<file path="config.mk">
export PLATFORM = sky130hd
export DESIGN_NAME = muldiv_ctrl
export DESIGN_NICKNAME = d
export VERILOG_FILES = /design/src/rtl/muldiv_ctrl.sv
export SDC_FILE = /design/constraint.sdc
export NUM_CORES = 2
export LEC_CHECK = 0
export ABC_AREA = 1
export ABC_CLOCK_PERIOD_IN_PS = 10250
export CAP_MARGIN = 25
export CORE_MARGIN = 2
export CORE_UTILIZATION = 50
export CTS_CLUSTER_DIAMETER = 80
export DETAILED_ROUTE_END_ITERATION = 10
export DONT_BUFFER_PORTS = 1
export PLACE_DENSITY = 0.62
export SKIP_CTS_REPAIR_TIMING = 1
export SYNTH_ARGS = -nofsm -noshare
export SYNTH_HDL_FRONTEND = slang
export SYNTH_SLANG_ARGS = --single-unit
export TNS_END_PERCENT = 10
</file>
<file path="constraint.sdc">
create_clock -name clk_i -period 10.25 [get_ports clk_i]
set_input_delay 3.075 -clock clk_i [delete_from_list [all_inputs] [get_ports clk_i]]
set_output_delay 3.075 -clock clk_i [all_outputs]
set_load 0.02 [all_outputs]
</file>
<file path="src/rtl/muldiv_ctrl.sv">
// HI/LO owner and multiply/divide sequencer for the execute stage.
// Optional build macro MULDIV_EARLY_EXIT_EN: trivial divides skip the iteration loop.
module muldiv_ctrl #(
  parameter int unsigned MUL_LAT  = 2,
  parameter int unsigned DIV_ITER = 32
) (
  input  logic        clk_i,
  input  logic        rst_ni,
  input  logic        start_i,
  input  logic [1:0]  op_i,
  input  logic        no_hilo_i,
  input  logic [31:0] src_a_i,
  input  logic [31:0] src_b_i,
  input  logic        flush_i,
  input  logic        hi_wen_i,
  input  logic        lo_wen_i,
  input  logic [31:0] wdata_i,
  output logic [31:0] hi_o,
  output logic [31:0] lo_o,
  output logic [31:0] product_o,
  output logic        busy_o,
  output logic        done_o
);

  localparam int unsigned MaxCnt = (MUL_LAT > DIV_ITER) ? MUL_LAT : DIV_ITER;
  localparam int unsigned CntW   = $clog2(MaxCnt + 1);

  localparam logic [1:0] StIdle = 2'd0;
  localparam logic [1:0] StMul  = 2'd1;
  localparam logic [1:0] StDiv  = 2'd2;
  localparam logic [1:0] StFix  = 2'd3;

  logic [1:0]      state_q, state_d;
  logic [CntW-1:0] cnt_q, cnt_d;
  logic            uns_q, uns_d;
  logic            no_hilo_q, no_hilo_d;
  logic [31:0]     a_q, a_d;
  logic [31:0]     b_q, b_d;
  logic [31:0]     bmag_q, bmag_d;
  logic [31:0]     rem_q, rem_d;
  logic [31:0]     quo_q, quo_d;
  logic [31:0]     hi_q, hi_d;
  logic [31:0]     lo_q, lo_d;
  logic [31:0]     product_q, product_d;
  logic            done_q, done_d;

  logic        accept;
  logic [31:0] amag_in, bmag_in;
  logic [63:0] ext_a, ext_b, prod64;
  logic [32:0] rem_sh;
  logic        trial_ge;
  logic [31:0] trial_diff;
  logic [31:0] quo_fix, rem_fix;

  assign accept = start_i & ~flush_i;

  // Magnitudes only matter for signed div (op=10); divu passes operands through.
  assign amag_in = (~op_i[0] & src_a_i[31]) ? -src_a_i : src_a_i;
  assign bmag_in = (~op_i[0] & src_b_i[31]) ? -src_b_i : src_b_i;

  // Low 64 bits of an extended 64x64 product are correct for both signed and unsigned.
  assign ext_a  = {(uns_q ? 32'd0 : {32{a_q[31]}}), a_q};
  assign ext_b  = {(uns_q ? 32'd0 : {32{b_q[31]}}), b_q};
  assign prod64 = ext_a * ext_b;

  assign rem_sh     = {rem_q, quo_q[31]};
  assign trial_ge   = rem_sh >= {1'b0, bmag_q};
  assign trial_diff = rem_sh[31:0] - bmag_q;

  always_comb begin
    quo_fix = (~uns_q & (a_q[31] ^ b_q[31])) ? -quo_q : quo_q;
    rem_fix = (~uns_q & a_q[31]) ? -rem_q : rem_q;
    if (b_q == 32'd0) begin
      quo_fix = 32'hFFFF_FFFF;
    end
  end

  always_comb begin
    state_d   = state_q;
    cnt_d     = cnt_q;
    uns_d     = uns_q;
    no_hilo_d = no_hilo_q;
    a_d       = a_q;
    b_d       = b_q;
    bmag_d    = bmag_q;
    rem_d     = rem_q;
    quo_d     = quo_q;
    hi_d      = hi_wen_i ? wdata_i : hi_q;
    lo_d      = lo_wen_i ? wdata_i : lo_q;
    product_d = product_q;
    done_d    = 1'b0;

    case (state_q)
      StIdle: begin
        if (accept) begin
          uns_d     = op_i[0];
          no_hilo_d = no_hilo_i;
          a_d       = src_a_i;
          b_d       = src_b_i;
          if (!op_i[1]) begin
            state_d = StMul;
            cnt_d   = CntW'(MUL_LAT - 1);
          end else begin
            state_d = StDiv;
            cnt_d   = CntW'(DIV_ITER - 1);
            bmag_d  = bmag_in;
            rem_d   = 32'd0;
            quo_d   = amag_in;
`ifdef MULDIV_EARLY_EXIT_EN
            // Quotient is 0 (or forced all-ones for /0 in FIX); remainder is |a|.
            if ((bmag_in == 32'd0) || (amag_in < bmag_in)) begin
              state_d = StFix;
              rem_d   = amag_in;
              quo_d   = 32'd0;
            end
`endif
          end
        end
      end
      StMul: begin
        if (flush_i) begin
          state_d = StIdle;
        end else if (cnt_q == '0) begin
          state_d   = StIdle;
          product_d = prod64[31:0];
          done_d    = 1'b1;
          if (!no_hilo_q) begin
            hi_d = prod64[63:32];
            lo_d = prod64[31:0];
          end
        end else begin
          cnt_d = cnt_q - 1'b1;
        end
      end
      StDiv: begin
        if (flush_i) begin
          state_d = StIdle;
        end else begin
          rem_d = trial_ge ? trial_diff : rem_sh[31:0];
          quo_d = {quo_q[30:0], trial_ge};
          if (cnt_q == '0) begin
            state_d = StFix;
          end else begin
            cnt_d = cnt_q - 1'b1;
          end
        end
      end
      StFix: begin
        state_d = StIdle;
        if (!flush_i) begin
          hi_d   = rem_fix;
          lo_d   = quo_fix;
          done_d = 1'b1;
        end
      end
      default: state_d = StIdle;
    endcase
  end

  always_ff @(posedge clk_i or negedge rst_ni) begin
    if (!rst_ni) begin
      state_q   <= StIdle;
      cnt_q     <= '0;
      uns_q     <= 1'b0;
      no_hilo_q <= 1'b0;
      a_q       <= 32'd0;
      b_q       <= 32'd0;
      bmag_q    <= 32'd0;
      rem_q     <= 32'd0;
      quo_q     <= 32'd0;
      hi_q      <= 32'd0;
      lo_q      <= 32'd0;
      product_q <= 32'd0;
      done_q    <= 1'b0;
    end else begin
      state_q   <= state_d;
      cnt_q     <= cnt_d;
      uns_q     <= uns_d;
      no_hilo_q <= no_hilo_d;
      a_q       <= a_d;
      b_q       <= b_d;
      bmag_q    <= bmag_d;
      rem_q     <= rem_d;
      quo_q     <= quo_d;
      hi_q      <= hi_d;
      lo_q      <= lo_d;
      product_q <= product_d;
      done_q    <= done_d;
    end
  end

  assign busy_o    = (state_q != StIdle) | accept;
  assign done_o    = done_q;
  assign hi_o      = hi_q;
  assign lo_o      = lo_q;
  assign product_o = product_q;

endmodule
</file>
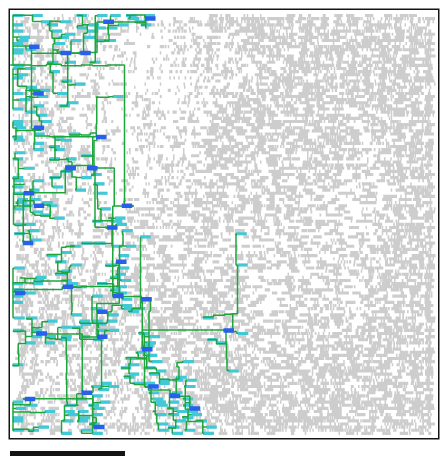
clock_map.png
The bar under the picture is 100 um long.
- cells driving clock nets: blue (count 31)
- flip-flops: cyan (count 267)
- clock wires: green (length 4740 um)
- routed clock nets: 32

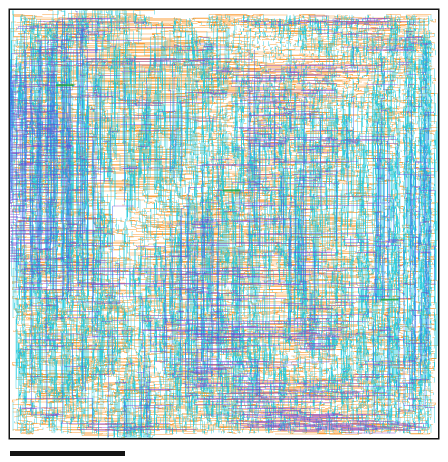
metal_stack.png
The bar under the picture is 100 um long.
- met2: cyan (wire length 117 mm)
- met5: green (wire length 41.4 um)
- met3: purple (wire length 23.4 mm)
- met1: orange (wire length 104 mm)
- met4: blue (wire length 15500 um)

==> impl.org <==
* Implementation run

** Min path
- Startpoint of the most critical hold path :: a_q[28]

** Finish
- The finished layout holds between 10k and 15k standard cells, fillers aside.
- The finished cells cover around 72000 um^2.
- Counting the fill cells in the layout gives between 10k and 15k.
- Per the layout report, the design carries approximately 170 non-clock buffers.
- In the final design database the tool counted around 10k nets.
- Counting the inverters off the clock network in the layout gives ~2.6k.

** Global routing
- The global routing report lists met3 layer usage as around 7.3%.
- The number of global-route vias before repair came to about 60k.

** Worst setup path
- The capture point of the critical path was reported as hi_o[27].
- CP Class :: reg2reg

** Place
- Placed wire-length estimate after detailed placement :: 219000 um
- Weighted congestion at the end of routability-driven global placement :: between 1 and 1.5

** Logic synthesis
- The portion of synthesized area spent on multiplexers is less than 1%.
- The mapped netlist covers 68200 um^2.
- Looking at area per cell type in the netlist, the leader is sky130_fd_sc_hd__fa_1.

** Run status
- The run finished with clean final reports.

** Timing
- Largest clock skew in the final design :: 0.0358 ns

** CTS
- Per the TritonCTS log, the buffer count is 31.

** Route
- Residual DRC :: 0
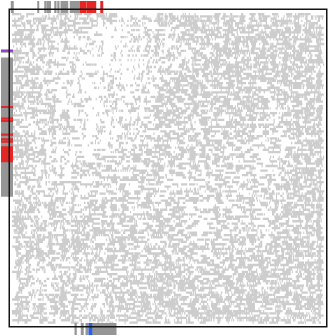
pins.png
Pins as bars across the die edge, other pins in grey.
- product_o: red (pins 32; direction output; edge 16 west, 16 north)
- clk_i: purple (pins 1; direction input; edge west)
- op_i: blue (pins 2; direction input; edge south)
count of buffers inserted at the top-level ports: 0
horizontal die size: 373 um
vertical die dimension: 373 um

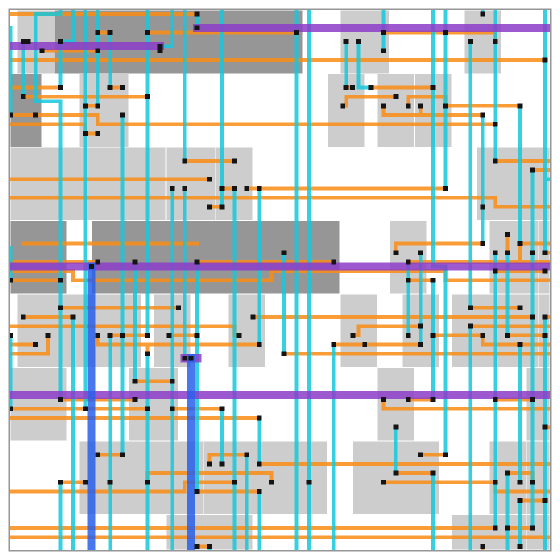
zoom.png
Window x 83 to 103, y 83 to 103 um. Cells in grey, sequential cells in the stronger grey; small squares are vias.
- met1: orange
- met3: purple
- met4: blue
- met2: cyan
- netlist names of flops here include: rem_q (2)
- most frequent: nand2_1 (8), inv_1 (5), o211ai_2 (3)
- cells with their middle in the window: 28
- sequential cells in the window: 2

